I/O pins on the die edge:
(10 px per µm) Pins as bars across the die edge, other pins in grey.
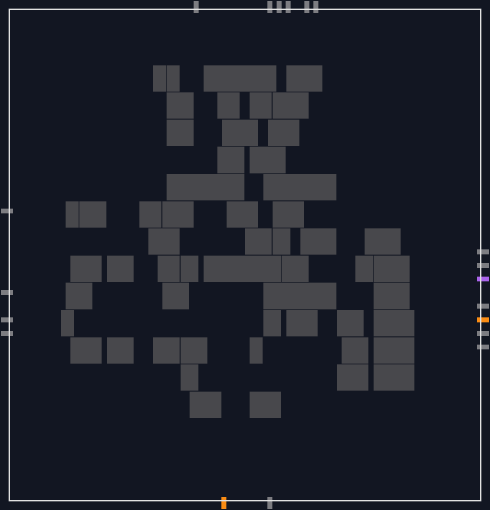
Power grid:
(10 px per µm) Pins as bars on the die edge. Tap cells in grey.
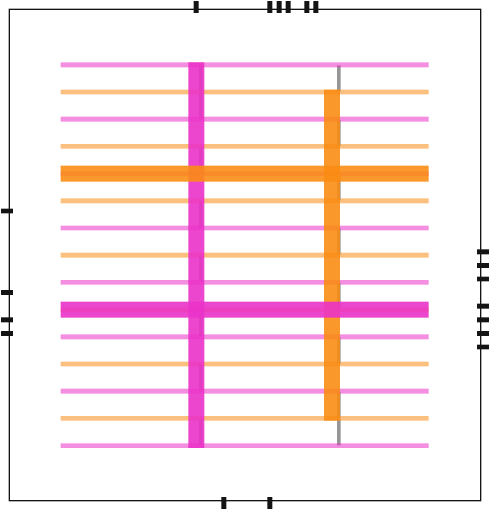
Placed standard cells:
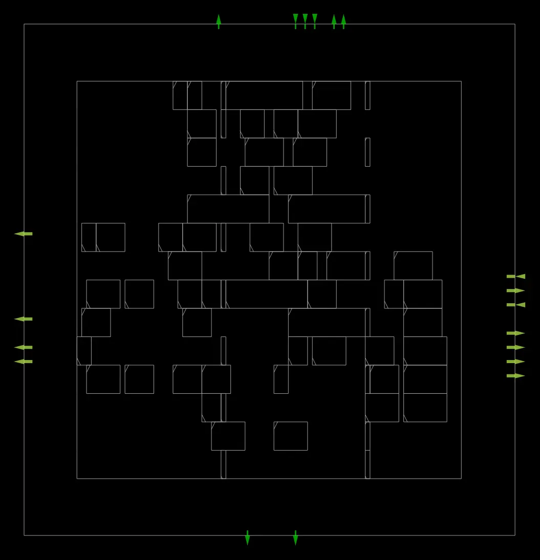
**src/rtl/expr_pkg.sv**
```systemverilog
// Shared encodings for the expression-solver controller: FSM states,
// ALU op codes and operand mux select constants.
package expr_pkg;

  typedef enum logic [2:0] {
    S_IDLE   = 3'd0,
    S_LOAD_X = 3'd1,
    S_MUL_AX = 3'd2,
    S_ADD_B  = 3'd3,
    S_MUL_X  = 3'd4,
    S_ADD_C  = 3'd5,
    S_DONE   = 3'd6
  } state_t;

  localparam logic OP_ADD = 1'b0;
  localparam logic OP_MUL = 1'b1;

  localparam logic [1:0] M0_ZERO = 2'b00;
  localparam logic [1:0] M0_A    = 2'b01;
  localparam logic [1:0] M0_B    = 2'b10;
  localparam logic [1:0] M0_C    = 2'b11;

  localparam logic [1:0] M1_M0 = 2'b00;
  localparam logic [1:0] M1_X  = 2'b01;
  localparam logic [1:0] M1_S  = 2'b10;
  localparam logic [1:0] M1_H  = 2'b11;

  localparam logic [1:0] M2_X  = 2'b00;
  localparam logic [1:0] M2_M0 = 2'b01;
  localparam logic [1:0] M2_S  = 2'b10;
  localparam logic [1:0] M2_H  = 2'b11;

endpackage

```
**src/rtl/expr_ctrl_decode.sv**
```systemverilog
// Combinational map from controller state to the datapath control word
// {LX, LS, LH, H, M0, M1, M2}.
module expr_ctrl_decode
  import expr_pkg::*;
(
  input  state_t     state,
  output logic       LX,
  output logic       LS,
  output logic       LH,
  output logic       H,
  output logic [1:0] M0,
  output logic [1:0] M1,
  output logic [1:0] M2
);

  always_comb begin
    LX = 1'b0;
    LS = 1'b0;
    LH = 1'b0;
    H  = OP_ADD;
    M0 = M0_ZERO;
    M1 = M1_M0;
    M2 = M2_X;
    case (state)
      S_LOAD_X: LX = 1'b1;
      S_MUL_AX: begin
        LS = 1'b1; H = OP_MUL; M0 = M0_A; M1 = M1_M0; M2 = M2_X;
      end
      S_ADD_B: begin
        LS = 1'b1; H = OP_ADD; M0 = M0_B; M1 = M1_M0; M2 = M2_S;
      end
      S_MUL_X: begin
        LS = 1'b1; H = OP_MUL; M1 = M1_S; M2 = M2_X;
      end
      S_ADD_C: begin
        LS = 1'b1; H = OP_ADD; M0 = M0_C; M1 = M1_M0; M2 = M2_S;
      end
      default: ;
    endcase
  end

endmodule

```
**src/rtl/expr_controller.sv**
```systemverilog
// Horner-schedule sequencer computing S = A*X^2 + B*X + C on the operative
// datapath. Optional EXPR_OVF_ABORT_EN: overflow on any S load jumps to DONE.
module expr_controller
  import expr_pkg::*;
(
  input  logic       clk,
  input  logic       rst,
  input  logic       start,
  input  logic       zero,
  input  logic       overflow,
  output logic       LX,
  output logic       LS,
  output logic       LH,
  output logic       H,
  output logic [1:0] M0,
  output logic [1:0] M1,
  output logic [1:0] M2,
  output logic       busy,
  output logic       done,
  output logic       res_zero,
  output logic       error
);

  state_t state, state_next;

  expr_ctrl_decode u_decode (
    .state (state),
    .LX    (LX),
    .LS    (LS),
    .LH    (LH),
    .H     (H),
    .M0    (M0),
    .M1    (M1),
    .M2    (M2)
  );

  always_ff @(posedge clk) begin
    if (rst) begin
      state    <= S_IDLE;
      error    <= 1'b0;
      res_zero <= 1'b0;
    end else begin
      state <= state_next;
      if (state == S_IDLE && start)
        error <= 1'b0;
      else if (LS && overflow)
        error <= 1'b1;
      if (state == S_DONE)
        res_zero <= zero;
    end
  end

  always_comb begin
    state_next = state;
    case (state)
      S_IDLE:   if (start) state_next = S_LOAD_X;
      S_LOAD_X: state_next = S_MUL_AX;
      S_MUL_AX: state_next = S_ADD_B;
      S_ADD_B:  state_next = S_MUL_X;
      S_MUL_X:  state_next = S_ADD_C;
      S_ADD_C:  state_next = S_DONE;
      S_DONE:   state_next = S_IDLE;
      default:  state_next = S_IDLE;
    endcase
`ifdef EXPR_OVF_ABORT_EN
    if (LS && overflow)
      state_next = S_DONE;
`endif
  end

  assign busy = (state != S_IDLE);
  assign done = (state == S_DONE);

endmodule

```
**config.mk**
```make
export PLATFORM = sky130hd
export DESIGN_NAME = expr_controller
export DESIGN_NICKNAME = d
export VERILOG_FILES = /design/src/rtl/expr_pkg.sv /design/src/rtl/expr_ctrl_decode.sv /design/src/rtl/expr_controller.sv
export SDC_FILE = /design/constraint.sdc
export NUM_CORES = 1
export LEC_CHECK = 0
export CAP_MARGIN = 20
export CORE_AREA = 5 5 42 44
export DETAILED_ROUTE_END_ITERATION = 8
export DIE_AREA = 0 0 47 49
export GPL_TIMING_DRIVEN = 0
export HOLD_SLACK_MARGIN = 0.05
export PLACE_DENSITY = 0.51
export SLEW_MARGIN = 20
export SYNTH_ARGS = -nofsm -noshare
export SYNTH_HDL_FRONTEND = slang
export SYNTH_HIERARCHICAL = 1
export SYNTH_SLANG_ARGS = --single-unit
```
**constraint.sdc**
```tcl
create_clock -name clk -period 2.3 [get_ports clk]
set_input_delay 0.575 -clock clk [delete_from_list [all_inputs] [get_ports clk]]
set_output_delay 0.575 -clock clk [all_outputs]
set_load 0.05 [all_outputs]
```
==> flow_summary.rst <==
Synthesis and place-and-route
=============================

.. list-table::
   :header-rows: 1

   * - Metric
     - Value
   * - Min Clock Period, post-route
     - approximately 2.1 ns
   * - Critical path fanouts, max
     - 13
   * - Number of placed I/O pins
     - 19
   * - Switching part of the total
     - 37.7%
   * - Critical path's slowest cell
     - sky130_fd_sc_hd__dlygate4sd2_1
   * - DR iter-0 viols
     - 1
   * - Post-layout period usage
     - 92.1%
   * - Overall fraction of global-route tracks in use
     - ~6.7%
   * - Dominant kind of cell
     - combinational gates
   * - Total leakage power
     - around 0.22 nW
   * - Net switching power figure
     - about 0.00012 W
   * - CP max stage delay
     - roughly 0.54 ns
   * - Cell depth of the worst flop-to-flop path
     - 3
   * - Fraction of area in non-clock buffers
     - between 30 and 40%
   * - Flop pwr share
     - between 30% and 40%
   * - Xor/xnor cell area share of the yosys netlist
     - around 2.9%
   * - Setup Skew
     - 0.000397 ns
   * - Bufs on Longest Clock Path
     - 2
   * - Number of post-CTS setup repair buffers
     - 0
   * - Synthesized area
     - between 300 and 400 µm²
   * - Final number of max-transition violations
     - 0
   * - Outcome
     - completed
   * - Combinational cell area excluding buffers and inverters
     - between 150 and 200 µm²
   * - Detailed-router iteration count before antenna repair
     - 2
   * - Clock tree from TritonCTS
     - built
   * - Comb_multi_in
     - 27
   * - Post-synthesis simple-gate area fraction
     - a little under two fifths
   * - Overall die area
     - between 2000 and 2500 µm²
   * - Routability congestion estimate from global placement
     - 0.628
   * - Tap Count
     - 16
   * - Final Setup Violations
     - 0
   * - Tally of yosys warning messages
     - 6
   * - Area taken by flip-flops and latches
     - just over 100 µm²
   * - OpenROAD warnings
     - 27
   * - Main area contributors
     - sky130_fd_sc_hd__dfxtp_1, sky130_fd_sc_hd__nand2b_1, sky130_fd_sc_hd__buf_4
   * - Setup slack of the critical path after layout
     - 0.182 ns
   * - Largest net degree at the start of global routing
     - 14
Notes on 'I/O pins on the die edge' above:
colour	port	pins	direction	edge
purple	overflow	1	input	east
orange	M0	2	output	1 south, 1 east
all pins by edge	7 east, 6 north, 4 west, 2 south
number of I/O port buffers: 15
DIE WIDTH: 47 µm

Notes on 'power grid' above:
colour	net
magenta	VSS
orange	VDD
signal pins	19
met1 rails	15
total core area: 1400 µm²
worst IR drop on VDD: 0.198 mV
die height: 49 µm

Notes on 'placed standard cells' above:
Util after Layout: 36.2%
Placement Rows: 14
fraction of standard cell area that is sequential: 20.2%
FFs & Latches: 5
post-route insts no fill: 71

[sequential cells by signal, indices dropped and copies added (netlist names)]
signal / cells
error: 1
res_zero: 1
state: 3
[cell usage after synthesis (all sizes together)]
cell type	instances
and2	2
and3b	1
nand3b	2
a2111oi	1
nor3	2
inv	1
dfxtp	5
o21ai	1
buf	3
mux2i	1
a211oi	1
or3b	1
and2b	1
xor2	1
nand2b	4
or2b	1
nor3b	2
conb	1
a21oi	3
[cell usage in the layout (no fill, tap or decap)]
cell type	count
sky130_fd_sc_hd__clkdlybuf4s15_1	1
sky130_fd_sc_hd__a211oi_1	1
sky130_fd_sc_hd__nor3b_1	2
sky130_fd_sc_hd__or2b_1	1
sky130_fd_sc_hd__clkbuf_4	3
sky130_fd_sc_hd__buf_4	3
sky130_fd_sc_hd__a21oi_1	2
sky130_fd_sc_hd__a2111oi_0	1
sky130_fd_sc_hd__inv_1	1
sky130_fd_sc_hd__dlygate4sd2_1	5
sky130_fd_sc_hd__nand2b_1	4
sky130_fd_sc_hd__dfxtp_1	3
sky130_fd_sc_hd__nor3_1	2
sky130_fd_sc_hd__and3b_1	1
sky130_fd_sc_hd__and2_2	2
sky130_fd_sc_hd__clkdlybuf4s15_2	3
sky130_fd_sc_hd__nand3b_1	2
sky130_fd_sc_hd__dfxtp_2	2
sky130_fd_sc_hd__o21ai_1	1
sky130_fd_sc_hd__or3b_1	1
sky130_fd_sc_hd__a21oi_2	1
sky130_fd_sc_hd__clkdlybuf4s50_1	6
sky130_fd_sc_hd__and2b_2	1
sky130_fd_sc_hd__xor2_1	1
sky130_fd_sc_hd__clkbuf_1	1
sky130_fd_sc_hd__conb_1	3
sky130_fd_sc_hd__mux2i_1	1
[tightest hold or removal path: stages, from the launching register on]
cell and delay (ns):
sky130_fd_sc_hd__dfxtp_1 0.30, sky130_fd_sc_hd__nand2b_1 0.07, sky130_fd_sc_hd__mux2i_1 0.06
[power groups by stage]
stage | clock (W) | combinational [W] | sequential (W)
after global placement | 0 | 0.000123 | 0.000105
after global routing | 0.000108 | 0.000122 | 0.000106
after CTS | 0.000102 | 0.000116 | 0.000104
after floorplan | 0 | 0.0000837 | 0.000105
final | 0.0000971 | 0.000115 | 0.000104
after detailed placement | 0 | 0.000123 | 0.000105
[path summary, 6_finish.rpt]
check | from | end
hold reg to reg | res_zero | res_zero
setup / recovery | state[1] | M0[0]
hold / removal | res_zero | res_zero
setup reg to reg | state[2] | error
[per-stage QoR]
step	hold slack (ns)	instance area [µm²]	std cells
floorplan	0.555	310	36
global placement	0.464	480	67
detailed placement	0.473	480	67
CTS	0.481	503	71
global route	0.516	507	71
finish	0.480	507	71
[layer usage]
| metal | vias up | GRT usage, % | wire [µm] |
|---|---|---|---|
| met3 | 0 | 1.85 | 56 |
| met1 | 119 | 8.17 | 320 |
| met2 | 11 | 9.28 | 286 |
| met4 | 0 | 5.53 | 0 |
| met5 | - | 0 | 0 |
| li1 | 156 | - | - |
Power and IR drop assume default switching activity.
